==> src/rtl/mi_issue_buffer.sv <==
// Fetch-to-issue decoupling buffer for the multi-issue core.
// Holds up to DEPTH fetch bundles of ISSUE_NUM lanes each. Each lane of the
// head bundle is offered to its decoder via its own valid/ready handshake.
// A lane is held back while an older, still-pending lane of the same bundle
// writes a scalar register that the lane reads. The head retires once every
// non-empty lane has been accepted.
module mi_issue_buffer #(
    parameter int ISSUE_NUM = 2,
    parameter int INST_DW   = 32,
    parameter int INST_AW   = 32,
    parameter int DEPTH     = 4,
    parameter int REG_AW    = 5
) (
    input  logic                           clk,
    input  logic                           rst,
    input  logic                           fetch_valid_i,
    output logic                           fetch_ready_o,
    input  logic [INST_AW-1:0]             fetch_pc_i,
    input  logic [INST_DW*ISSUE_NUM-1:0]   fetch_inst_i,
    input  logic                           flush_i,
    output logic [ISSUE_NUM-1:0]           issue_valid_o,
    input  logic [ISSUE_NUM-1:0]           issue_ready_i,
    output logic [INST_DW*ISSUE_NUM-1:0]   issue_inst_o,
    output logic [INST_AW*ISSUE_NUM-1:0]   issue_pc_o,
    output logic [$clog2(DEPTH):0]         count_o
);

    localparam int PTR_W = $clog2(DEPTH);
    localparam int CNT_W = PTR_W + 1;
    localparam logic [CNT_W-1:0] DEPTH_C = CNT_W'(DEPTH);

    // Opcodes used by the hazard decode
    localparam logic [6:0] OP_REG    = 7'b0110011;
    localparam logic [6:0] OP_IMM    = 7'b0010011;
    localparam logic [6:0] OP_LOAD   = 7'b0000011;
    localparam logic [6:0] OP_STORE  = 7'b0100011;
    localparam logic [6:0] OP_BRANCH = 7'b1100011;
    localparam logic [6:0] OP_LUI    = 7'b0110111;
    localparam logic [6:0] OP_AUIPC  = 7'b0010111;
    localparam logic [6:0] OP_JAL    = 7'b1101111;
    localparam logic [6:0] OP_JALR   = 7'b1100111;
    localparam logic [6:0] OP_VEC    = 7'b1010111;

    // Bundle storage: data arrays carry no reset, pending bits do
    logic [INST_AW-1:0]           mem_pc   [DEPTH];
    logic [INST_DW*ISSUE_NUM-1:0] mem_inst [DEPTH];
    logic [ISSUE_NUM-1:0]         pending_all [DEPTH];

    logic [PTR_W-1:0] rd_ptr_reg, rd_ptr_next;
    logic [PTR_W-1:0] wr_ptr_reg, wr_ptr_next;
    logic [CNT_W-1:0] count_reg, count_next;

    logic                         head_present;
    logic [ISSUE_NUM-1:0]         head_pend;
    logic [INST_DW*ISSUE_NUM-1:0] head_inst;
    logic [INST_AW-1:0]           head_pc;
    logic [ISSUE_NUM-1:0]         enq_mask;
    logic [ISSUE_NUM-1:0]         handshake;
    logic [ISSUE_NUM-1:0]         lane_blocked;
    logic                         push;
    logic                         pop;

    // Per-lane decoded register usage of the head bundle
    logic [ISSUE_NUM-1:0] lane_wr;
    logic [ISSUE_NUM-1:0] lane_r1;
    logic [ISSUE_NUM-1:0] lane_r2;
    logic [REG_AW-1:0]    lane_rd  [ISSUE_NUM];
    logic [REG_AW-1:0]    lane_rs1 [ISSUE_NUM];
    logic [REG_AW-1:0]    lane_rs2 [ISSUE_NUM];

    assign head_present  = (count_reg != '0);
    assign head_pend     = pending_all[rd_ptr_reg];
    assign head_inst     = mem_inst[rd_ptr_reg];
    assign head_pc       = mem_pc[rd_ptr_reg];
    assign fetch_ready_o = (count_reg < DEPTH_C);
    assign count_o       = count_reg;
    assign push          = fetch_valid_i && fetch_ready_o;
    assign handshake     = issue_valid_o & issue_ready_i;
    // Head retires once nothing is left pending after this edge's handshakes
    assign pop           = head_present && ((head_pend & ~handshake) == '0);

    genvar gi;
    generate
        for (gi = 0; gi < ISSUE_NUM; gi++) begin : g_lane
            logic [INST_DW-1:0] inst;
            logic [6:0]         opc;
            logic [2:0]         f3;
            logic               rd_nz;

            assign inst  = head_inst[gi*INST_DW +: INST_DW];
            assign opc   = inst[6:0];
            assign f3    = inst[14:12];
            assign lane_rd[gi]  = inst[7 +: REG_AW];
            assign lane_rs1[gi] = inst[15 +: REG_AW];
            assign lane_rs2[gi] = inst[20 +: REG_AW];
            assign rd_nz = (inst[7 +: REG_AW] != '0);

            assign lane_wr[gi] = rd_nz &&
                ((opc == OP_REG) || (opc == OP_IMM) || (opc == OP_LOAD) ||
                 (opc == OP_LUI) || (opc == OP_AUIPC) || (opc == OP_JAL) ||
                 (opc == OP_JALR));
            // Vector ops read a scalar rs1 only in the .vx form
            assign lane_r1[gi] =
                (opc == OP_REG) || (opc == OP_IMM) || (opc == OP_LOAD) ||
                (opc == OP_STORE) || (opc == OP_BRANCH) || (opc == OP_JALR) ||
                ((opc == OP_VEC) && (f3 == 3'b100));
            assign lane_r2[gi] =
                (opc == OP_REG) || (opc == OP_STORE) || (opc == OP_BRANCH);

            // An all-zero lane is an empty slot and is never marked pending
            assign enq_mask[gi] = |fetch_inst_i[gi*INST_DW +: INST_DW];

            assign issue_inst_o[gi*INST_DW +: INST_DW] =
                head_present ? inst : '0;
            assign issue_pc_o[gi*INST_AW +: INST_AW] =
                head_present ? (head_pc + INST_AW'(4 * gi)) : '0;
        end

        for (gi = 0; gi < DEPTH; gi++) begin : g_entry
            logic [ISSUE_NUM-1:0] pend_reg;

            // Pending bits: set on enqueue, cleared lane-by-lane on handshake
            always_ff @(posedge clk or negedge rst) begin
                if (!rst) begin
                    pend_reg <= '0;
                end else if (flush_i) begin
                    pend_reg <= '0;
                end else if (push && (wr_ptr_reg == PTR_W'(gi))) begin
                    pend_reg <= enq_mask;
                end else if (head_present && (rd_ptr_reg == PTR_W'(gi))) begin
                    pend_reg <= pend_reg & ~handshake;
                end
            end

            assign pending_all[gi] = pend_reg;
        end
    endgenerate

    // Lane k waits while an older pending lane writes a register k reads.
    // Uses start-of-cycle pending, so a same-cycle issue does not unblock.
    always_comb begin
        lane_blocked  = '0;
        issue_valid_o = '0;
        for (int k = 0; k < ISSUE_NUM; k++) begin
            for (int j = 0; j < ISSUE_NUM; j++) begin
                if ((j < k) && head_pend[j] && lane_wr[j] &&
                    ((lane_r1[k] && (lane_rs1[k] == lane_rd[j])) ||
                     (lane_r2[k] && (lane_rs2[k] == lane_rd[j])))) begin
                    lane_blocked[k] = 1'b1;
                end
            end
            issue_valid_o[k] = head_present && head_pend[k] && !lane_blocked[k];
        end
    end

    // Pointer and occupancy next-state
    always_comb begin
        rd_ptr_next = rd_ptr_reg;
        wr_ptr_next = wr_ptr_reg;
        count_next  = count_reg;
        if (flush_i) begin
            rd_ptr_next = '0;
            wr_ptr_next = '0;
            count_next  = '0;
        end else begin
            if (push) begin
                wr_ptr_next = wr_ptr_reg + 1'b1;
            end
            if (pop) begin
                rd_ptr_next = rd_ptr_reg + 1'b1;
            end
            if (push && !pop) begin
                count_next = count_reg + 1'b1;
            end else if (!push && pop) begin
                count_next = count_reg - 1'b1;
            end
        end
    end

    // Pointer and occupancy registers
    always_ff @(posedge clk or negedge rst) begin
        if (!rst) begin
            rd_ptr_reg <= '0;
            wr_ptr_reg <= '0;
            count_reg  <= '0;
        end else begin
            rd_ptr_reg <= rd_ptr_next;
            wr_ptr_reg <= wr_ptr_next;
            count_reg  <= count_next;
        end
    end

    // Bundle data write; a flush in the same cycle drops the enqueue
    always_ff @(posedge clk) begin
        if (push && !flush_i) begin
            mem_pc[wr_ptr_reg]   <= fetch_pc_i;
            mem_inst[wr_ptr_reg] <= fetch_inst_i;
        end
    end

endmodule

==> config.mk <==
export PLATFORM = sky130hd
export DESIGN_NAME = mi_issue_buffer
export DESIGN_NICKNAME = d
export VERILOG_FILES = /design/src/rtl/mi_issue_buffer.sv
export SDC_FILE = /design/constraint.sdc
export NUM_CORES = 1
export LEC_CHECK = 0
export CAP_MARGIN = 20
export CORE_ASPECT_RATIO = 0.6
export CORE_MARGIN = 2
export CORE_UTILIZATION = 55
export CTS_BUF_LIST = sky130_fd_sc_hd__clkbuf_16
export CTS_CLUSTER_DIAMETER = 120
export CTS_CLUSTER_SIZE = 30
export DETAILED_ROUTE_END_ITERATION = 16
export PLACE_DENSITY = 0.8
export SETUP_SLACK_MARGIN = 0.1
export SLEW_MARGIN = 20
export SYNTH_ARGS = -nofsm -noshare
export SYNTH_HDL_FRONTEND = slang
export SYNTH_SLANG_ARGS = --single-unit
==> constraint.sdc <==
create_clock -name clk -period 6.8 [get_ports clk]
set_input_delay 1.02 -clock clk [delete_from_list [all_inputs] [get_ports clk]]
set_output_delay 1.02 -clock clk [all_outputs]
set_load 0.02 [all_outputs]
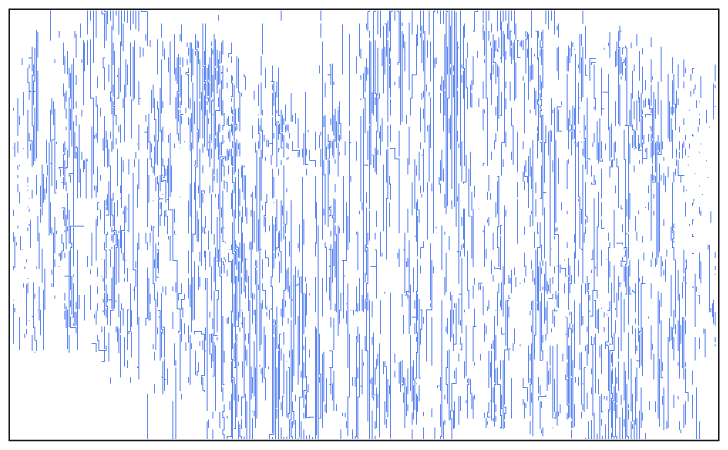
Fig. 1. Signal wires on met2.
The longest straight run is 71.6 um. The layer carries 17,000 um of wire. The wires run mostly vertical.

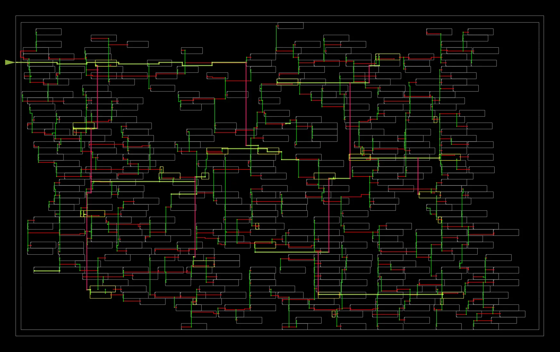
Fig. 2. Clock routing.
registers: 399
worst clock skew: 32.43 ps

==> run notes <==
This note records the results obtained with Yosys and OpenROAD.

Power and ir drop
The total internal power is roughly 0.0048 W. Sequential cells burn between 40 and 50% of the power. The share of total power in the clock network is between 15 and 20%. The leakage power is 6.313 nW. The share of total power consumed by net switching is ~35%.

Clock network
The post-CTS clock slew at the launch and capture registers of the worst setup and hold paths is between 100 and 150 ps. Looking at the clock tree report, the maximum root-to-sink buffer count equals 3. The CTS tree is yes. The tree is rooted in a sky130_fd_sc_hd__clkbuf_16. According to the CTS report, the clock sink count is 399.

Drt
For this sky-water flow run, the detailed-routed wirelength per cell is reported as between 20 and 25 um. The mean number of vias per cell is between 5 and 6. The routed layout has a little over 9,000 vias. Per the detail_route report, DRC violations left total 0.

Critical path
The category of the most critical setup path is reg -> out. Following the worst setup path forward leads to its endpoint at issue_valid_o[1]. The startpoint of the lowest-slack register-to-register path is rd_ptr_reg[0]$_DFFE_PN0P_. The register-to-register path setup slack is ~2300 ps. Per the timing report, the most critical flop-to-flop path finishes at count_o[1]$_DFFE_PN0P_. The worst endpoint data arrival time is 4340 ps. Among the stages of the critical path, the cell type that occurs most often is sky130_fd_sc_hd__buf_4. Tracing the worst setup path back leads to its startpoint at rd_ptr_reg[0]$_DFFE_PN0P_. The critical path runs through a total of 9 cells.

STA
The routed design could run at a clock period as short as 5361 ps. The post-route fraction of the period consumed by the critical path is around four fifths. The final setup TNS is 0 ps. The worst-case max-slew headroom was logged as 33.61%.

Synth
The mean area per synthesized cell is ~18 um2. For reference, the top cells by count after synthesis are sky130_fd_sc_hd__edfxtp_1, sky130_fd_sc_hd__nor2b_1, sky130_fd_sc_hd__mux4_2. The share of the synthesized netlist area taken by xor and xnor gates is between 1.5 and 2%. For reference, the top logic cell family by area is multiplexers. After synthesis, the share of flip-flops with an asynchronous set or reset is 3.759%. The mux cell area share after synthesis is a little over an eighth.

Among all flip-flop cells after synthesis, the most frequent one is sky130_fd_sc_hd__edfxtp_1. The area fraction of the dominant cell type after synthesis is between 60% and 70%. The synthesized design contains around 380 enable-type register cells. Per the synthesis report, the AND-OR/OR-AND share of the synthesized area is 1.717%.

The number of library cell types mapped by synthesis is about 50. Summed over all instances, the cell type with the most area after synthesis is sky130_fd_sc_hd__edfxtp_1.

Floorplan
The number of placement rows is roughly 49. According to the I/O placement log, the pin count is approximately 240. The die outline area is 31,790 um2. According to the floorplan report, the die width is 228.9 um.

According to the floorplan report, the die height is between 100 and 150 um.

Layout
Looking at the area split, the leading class of cells is flip-flops and latches. The area added between synthesis and finish is 19.91%. Buffers outside the clock tree occupy 12.60% of the routed design's cell area. Multi-input gates account for around 22% of the area.

In the final layout, the clock buffer count is 17. The number of antenna diodes in the final layout is 1. The count of filler cells inserted in the layout is 2,050.

The register with the most flip-flops in the layout has 256 of them. The commonest non-fill, non-tap cell in the layout is sky130_fd_sc_hd__edfxtp_1. The share of the final layout cell area in sequential cells is 59.55%.

Worst hold path
The worst hold path startpoint is g_entry[0].pend_reg[0]$_DFFE_PN0P_. The cell depth of the worst hold path is 2.

Outcome
The run finished with clean final reports.

Job
The count of warning messages emitted by the tools is 32. The number of maximum-capacitance violations recorded for the run is 0.

Place
The global placer's final weighted congestion is a little over 0.8.

Global route
The first global-routing pass estimated between 50 and 60 mm of wire. Per the GRT congestion report, total overflow comes to 0.
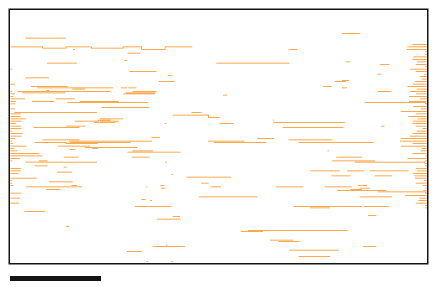
Fig. 3. The metal 3 layer.
Scale bar: 50 um.
The layer holds 7.0% of the routed length. The wires run mostly horizontal. 177 nets have wire on it. The layer carries 2,520 um of wire. The longest straight run is 54.5 um.

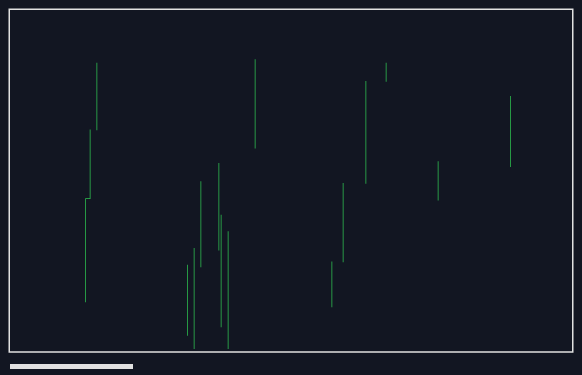
Fig. 4. M4 wires.
Scale bar: 50 um.
The wires run mostly vertical. The layer carries 511 um of wire. 9 nets have wire on it.

layer usage:
layer | part of all wire, % | GRT usage (%) | up-vias
met5 | 0 | 0 | -
met4 | 1.4 | 3.896 | 0
met3 | 7.0 | 3.207 | 34
met2 | 47 | 35.55 | 348
met1 | 45 | 34.89 | 4669
li1 | - | - | 4028
metrics by stage:
stage	hold WS, ps	instances	util [%]	worst slack, ps	instance area, um2
2_1_floorplan	484.5	903	-	509.7	16680
3_3_place_gp	511.9	1523	65.17	1979	19500
3_5_place_dp	525.2	1523	65.17	1954	19500
4_1_cts	550.8	1553	66.86	1367	20000
5_1_grt	594.0	1554	66.87	1153	20010
6_report	554.3	1554	66.87	1439	20010
Power is estimated from default activity; no workload was simulated.
